**Clock network drawn from the DEF**

Bar = 50 µm.
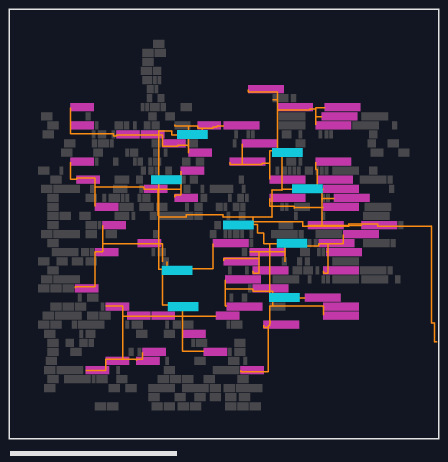
**Routed metal per tile**

26 x 26 tiles, from dark blue (low) to red (high), scaled to the fullest tile. Values are wire area over tile area, all layers added.
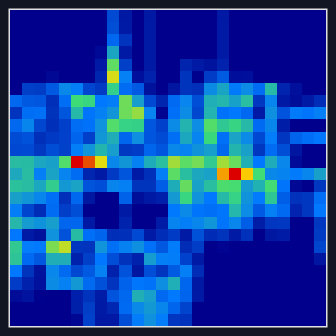
**Placed cells, one colour a class**

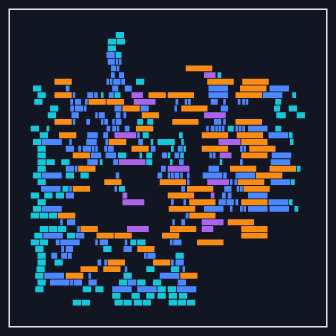
$ cat config.mk
export PLATFORM = sky130hd
export DESIGN_NAME = egress_drain
export DESIGN_NICKNAME = d
export VERILOG_FILES = /design/src/rtl/egress_drain_pkg.sv /design/src/rtl/egress_drain_rr_select4.sv /design/src/rtl/egress_drain.sv
export SDC_FILE = /design/constraint.sdc
export NUM_CORES = 1
export LEC_CHECK = 0
export CORE_MARGIN = 8
export CORE_UTILIZATION = 25
export DETAILED_ROUTE_END_ITERATION = 12
export PLACE_DENSITY = 0.52
export RECOVER_POWER = 100
export SLEW_MARGIN = 20
export SYNTH_ARGS = -nofsm -noshare
export SYNTH_HDL_FRONTEND = slang
export SYNTH_SLANG_ARGS = --single-unit
export TNS_END_PERCENT = 5
$ cat constraint.sdc
create_clock -name clk -period 2.37 [get_ports clk]
set_clock_uncertainty 0.05 [all_clocks]
set_input_delay 0.474 -clock clk [delete_from_list [all_inputs] [get_ports clk]]
set_output_delay 0.474 -clock clk [all_outputs]
set_load 0.02 [all_outputs]
$ cat src/rtl/egress_drain_pkg.sv
`default_nettype none
// ============================================================================
//  Module      : egress_drain_pkg
//  Description : Shared constants for the egress drain block. Holds the word
//                width, the dest/class field positions inside a switch word,
//                the drain FSM state encodings and a one-hot helper.
//  Revision    : 1.0 - initial release
// ============================================================================
package egress_drain_pkg;

    // Switch word layout: [11:10] class, [9:8] destination port, [7:0] payload
    localparam int TAMANO_DATOS = 12;
    localparam int DEST_MSB     = 9;
    localparam int DEST_LSB     = 8;
    localparam int CLASS_MSB    = 11;
    localparam int CLASS_LSB    = 10;

    // Drain FSM encodings
    localparam int                 STATE_W = 2;
    localparam logic [STATE_W-1:0] ST_IDLE = 2'd0;
    localparam logic [STATE_W-1:0] ST_POP  = 2'd1;
    localparam logic [STATE_W-1:0] ST_WAIT = 2'd2;
    localparam logic [STATE_W-1:0] ST_HOLD = 2'd3;

    // Port index to one-hot FIFO read enable
    function automatic logic [3:0] onehot4(input logic [1:0] idx);
        return 4'b0001 << idx;
    endfunction

endpackage
`default_nettype wire

$ cat src/rtl/egress_drain_rr_select4.sv
`default_nettype none
// ============================================================================
//  Module      : rr_select4
//  Description : Combinational 4-way round-robin picker. Searches the request
//                vector starting just after the last served port and wrapping
//                around, so the last served port has the lowest priority.
//  Ports       : i_req        - request per port (bit n = port n)
//                i_last_grant - port served most recently
//                o_grant      - selected port (only meaningful if o_any_req)
//                o_any_req    - at least one request is present
//  Revision    : 1.0 - initial release
// ============================================================================
module rr_select4 (
    input  logic [3:0] i_req,
    input  logic [1:0] i_last_grant,
    output logic [1:0] o_grant,
    output logic       o_any_req
);

    // Candidate k is the (k+1)-th port after the last grant; the 2-bit add
    // wraps naturally, so candidate 3 is the last grant itself.
    logic [1:0] w_cand [4];

    for (genvar g = 0; g < 4; g++) begin : g_cand
        assign w_cand[g] = i_last_grant + 2'(g + 1);
    end

    // Walk from lowest to highest priority so the first requester found in
    // search order is the one that survives.
    always_comb begin
        o_grant = 2'd0;
        for (int k = 3; k >= 0; k--) begin
            if (i_req[w_cand[k]]) begin
                o_grant = w_cand[k];
            end
        end
    end

    assign o_any_req = |i_req;

endmodule
`default_nettype wire

$ cat src/rtl/egress_drain.sv
`default_nettype none
// ============================================================================
//  Module      : egress_drain
//  Description : Drains the four egress FIFOs of the switch in round-robin
//                order and presents each word on one valid/ready stream tagged
//                with its source port. Keeps a delivered-word counter per port
//                and a sticky flag for words whose dest field disagrees with
//                the FIFO they were read from.
//  Ports       : clk, reset           - clock, synchronous active-high reset
//                enable               - allows new drains (sampled in IDLE)
//                empty[3:0]           - egress FIFO empty flags
//                data_in0..data_in3   - egress FIFO read data
//                pop[3:0]             - one-hot FIFO read enable (registered)
//                out_valid/out_ready  - output handshake
//                out_data, out_port   - drained word and its source port
//                cnt_idx, cnt_data    - counter read port (combinational)
//                route_err            - sticky dest/source mismatch flag
//                busy                 - a drain is in progress
//  Revision    : 1.0 - initial release
// ============================================================================
module egress_drain #(
    parameter int TAMANO_DATOS = egress_drain_pkg::TAMANO_DATOS,
    parameter int CONT_WIDTH   = 8
) (
    input  logic                    clk,
    input  logic                    reset,
    input  logic                    enable,
    input  logic [3:0]              empty,
    input  logic [TAMANO_DATOS-1:0] data_in0,
    input  logic [TAMANO_DATOS-1:0] data_in1,
    input  logic [TAMANO_DATOS-1:0] data_in2,
    input  logic [TAMANO_DATOS-1:0] data_in3,
    output logic [3:0]              pop,
    output logic                    out_valid,
    input  logic                    out_ready,
    output logic [TAMANO_DATOS-1:0] out_data,
    output logic [1:0]              out_port,
    input  logic [1:0]              cnt_idx,
    output logic [CONT_WIDTH-1:0]   cnt_data,
    output logic                    route_err,
    output logic                    busy
);

    import egress_drain_pkg::*;

    logic [STATE_W-1:0]      r_state;
    logic [1:0]              r_grant;
    logic [1:0]              r_last_grant;
    logic [3:0]              r_pop;
    logic                    r_out_valid;
    logic [TAMANO_DATOS-1:0] r_out_data;
    logic [1:0]              r_out_port;
    logic                    r_route_err;
    logic [CONT_WIDTH-1:0]   r_cnt [4];

    logic [1:0]              w_grant;
    logic                    w_any_req;
    logic [TAMANO_DATOS-1:0] w_sel_data;
    logic                    w_dest_bad;

    rr_select4 u_rr (
        .i_req        (~empty),
        .i_last_grant (r_last_grant),
        .o_grant      (w_grant),
        .o_any_req    (w_any_req)
    );

    // Read data of the granted FIFO; only sampled in WAIT, one cycle after
    // the pop, when the FIFO output reflects the popped word.
    always_comb begin
        w_sel_data = data_in0;
        case (r_grant)
            2'd0:    w_sel_data = data_in0;
            2'd1:    w_sel_data = data_in1;
            2'd2:    w_sel_data = data_in2;
            default: w_sel_data = data_in3;
        endcase
    end

    assign w_dest_bad = (w_sel_data[DEST_MSB:DEST_LSB] != r_grant);

    always_ff @(posedge clk) begin
        if (reset) begin
            r_state      <= ST_IDLE;
            r_grant      <= 2'd0;
            r_last_grant <= 2'd3;       // port 0 is first in search order
            r_pop        <= 4'b0000;
            r_out_valid  <= 1'b0;
            r_out_data   <= '0;
            r_out_port   <= 2'd0;
            r_route_err  <= 1'b0;
            for (int i = 0; i < 4; i++) begin
                r_cnt[i] <= '0;
            end
        end else begin
            case (r_state)
                ST_IDLE: begin
                    if (enable && w_any_req) begin
                        r_grant <= w_grant;
                        r_pop   <= onehot4(w_grant);
                        r_state <= ST_POP;
                    end
                end
                ST_POP: begin
                    // Single-cycle read enable: only one pop is ever in flight
                    r_pop   <= 4'b0000;
                    r_state <= ST_WAIT;
                end
                ST_WAIT: begin
                    r_out_data  <= w_sel_data;
                    r_out_port  <= r_grant;
                    r_out_valid <= 1'b1;
                    if (w_dest_bad) begin
                        r_route_err <= 1'b1;
                    end
                    r_state <= ST_HOLD;
                end
                ST_HOLD: begin
                    if (out_ready) begin
                        r_out_valid    <= 1'b0;
                        r_cnt[r_grant] <= r_cnt[r_grant] + CONT_WIDTH'(1);
                        r_last_grant   <= r_grant;
                        r_state        <= ST_IDLE;
                    end
                end
                default: begin
                    r_state <= ST_IDLE;
                end
            endcase
        end
    end

    assign pop       = r_pop;
    assign out_valid = r_out_valid;
    assign out_data  = r_out_data;
    assign out_port  = r_out_port;
    assign route_err = r_route_err;
    assign busy      = (r_state != ST_IDLE);
    assign cnt_data  = r_cnt[cnt_idx];

endmodule
`default_nettype wire

==> results_dict.tcl <==
# yosys + openroad results
set metrics [dict create \
    status "finished clean" \
    yosysTopAreaCell "edfxtp_1" \
    synthCells 262 \
    clk_path_buf_depth 2 \
    rsz0062_at_grt "yes" \
    post_drt_wl_per_cell_um 15.43 \
    grt_start_max_net_pins 22 \
    cts_tree "yes" \
    ys_ff 60 \
    grt_pass1_wl_mm 13.44 \
    die-area_um2 16500 \
    postPlaceCellArea_um2 4377 \
    syn_avg_cell_area_um2 12.07 \
    die_x_um 128.5 \
    p_int_mw 2.711 \
    area_growth_pct 45.11 \
    htree_levels 3 \
    firstDrtPassIters 4 \
    timing.fmax_mhz 427.6 \
    ys_sh_xor_pct 1.662 \
    drive_above_1_share_pct 19.03 \
    worst_path_dominant_cell_family "buffers and inverters" \
    ys_types 42 \
    clock_latency_ps 320 \
    yosysCellCount 262 \
    cp-start-kind "input port" \
    cts_sinks 60 \
    synth-warning-count 0 \
    period_used_pct 98.68 \
    layout.cells.non_filler 545 \
    grt_busiest_layer "met2" \
    min_path_type "reg2reg" \
    io_pins 87 \
    vias_per_cell 4.494 \
    combPwrFrac_pct 29.7 \
    wl_mm 8.409 \
    seqPwrFrac_pct 34.4 \
    cp_num_buf_inv 3 \
    antenna_found_initial 1 \
    n_fill_cell 1250 \
    grt_pass1_vias 2652 \
    grtUsageMet3_pct 3.765 \
    fp_util_pct 25.36 \
    rrSetupSlack_ps 250 \
    synth.area.top_cells "edfxtp_1, mux4_2, dfxtp_1, nor2_1, mux2i_1" \
    synth_area_um2 3162 \
    root_buffer "clkbuf_16" \
    power.density_nw_per_um2 825.4 \
    die_h_um 128.5 \
    synthTopCellsByCount "nor2_1, edfxtp_1, dfxtp_1, mux4_2, mux2i_1" \
    async_flop_share_pct 0 \
    ys_seq_share_pct 48.12 \
    peakVddDrop_v 0.0003308 \
    finalSetupTns_ps 0 \
    num_rows 41 \
    antennaDiodeCount 0 \
    synth-main-ff-cell "edfxtp_1" \
    maxCapViolCount 0 \
    gp_congestion 0.7641 \
    hold_viol_final 0 \
    dp_slack_ps -379.8 \
    setup-violations-final 0 \
    tightest_slew_ps 1112 \
    simple_gate_area_share_pct 13.42 \
    detailed_place_hpwl_mm 6.505 \
]
Back to the opening pictures, 'clock network drawn from the DEF':
Orange stands for clock wires, length 859 µm. Magenta stands for flip-flops, count 60. Cyan stands for clock drivers, count 9.
There are 10 routed clock nets.

Back to the opening pictures, 'routed metal per tile':
The mean over all tiles is 0.082. 35% of the tiles are nearly empty. The fullest tile reaches 0.53. 4.1% of the tiles are over half the peak. The emptiest ninth of the die: bottom right.

Back to the opening pictures, 'placed cells, one colour a class':
Cyan stands for remaining buffers and delay cells, cells 114. Purple stands for clock drivers and dummy loads, cells 16. Orange stands for sequential cells, cells 60. Blue stands for combinational and other logic, cells 183.
Final Cell Area: 4588 µm²
flop share of the area: 33.16%
Core ar.: 12470 µm²

## worst paths after layout
path,to,from,cells after the start
min,pop[2],pop[2],2
min reg2reg,pop[2],pop[2],2
max,cnt_data[1],cnt_idx[0],4
max reg2reg,r_cnt[0][0],r_state[0],6
## repair_timing
action,CTS,global route
endpoints found under the setup margin,8,4
hold buffers,0,0
buffers inserted,0,0
resized,32,2
## per-layer routing
metal,share of wire [%],vias up
li1,-,1181
met1,45,1190
met2,47,66
met3,6.7,10
met4,1.0,2
met5,0.14,-
## worst reg2reg max path: cells and delay by family (launching register included)
family / cells / cell delay, ps
buf+inv: 1 / 270
flops: 1 / 380
fa+ha+maj: 1 / 290
simple gates: 4 / 800
## cell type report
| type | count | area (µm²) | area share, % |
|---|---|---|---|
| inverters | 10 | 37.54 | 0.8181 |
| multi-input cells | 173 | 1494 | 32.56 |
| clock inverters | 3 | 41.29 | 0.8999 |
| clock buffers | 13 | 280.3 | 6.109 |
| well taps | 172 | 215.2 | 4.690 |
| flip-flops and latches | 60 | 1521 | 33.16 |
| repair buffers | 114 | 998.5 | 21.76 |
## state kept, by name (all words and copies together) (netlist names), named ones only
name	flops
r_state	2
out_data	12
r_last_grant	2
pop	4
route_err	1
out_port	2
r_grant	2
out_valid	1
r_cnt	32
## layout by cell type, fill, tap and decap left out, drive strengths merged, types with 5 or more instances in the layout
| master | count |
|---|---|
| a21oi | 8 |
| buf | 19 |
| clkbuf | 31 |
| clkdlybuf4s50 | 55 |
| dfxtp | 28 |
| dlygate4sd3 | 22 |
| edfxtp | 32 |
| ha | 6 |
| inv | 11 |
| mux2i | 15 |
| mux4 | 28 |
| nand2 | 11 |
| nand2b | 5 |
| nand3 | 5 |
| nor2 | 55 |
| nor3 | 5 |
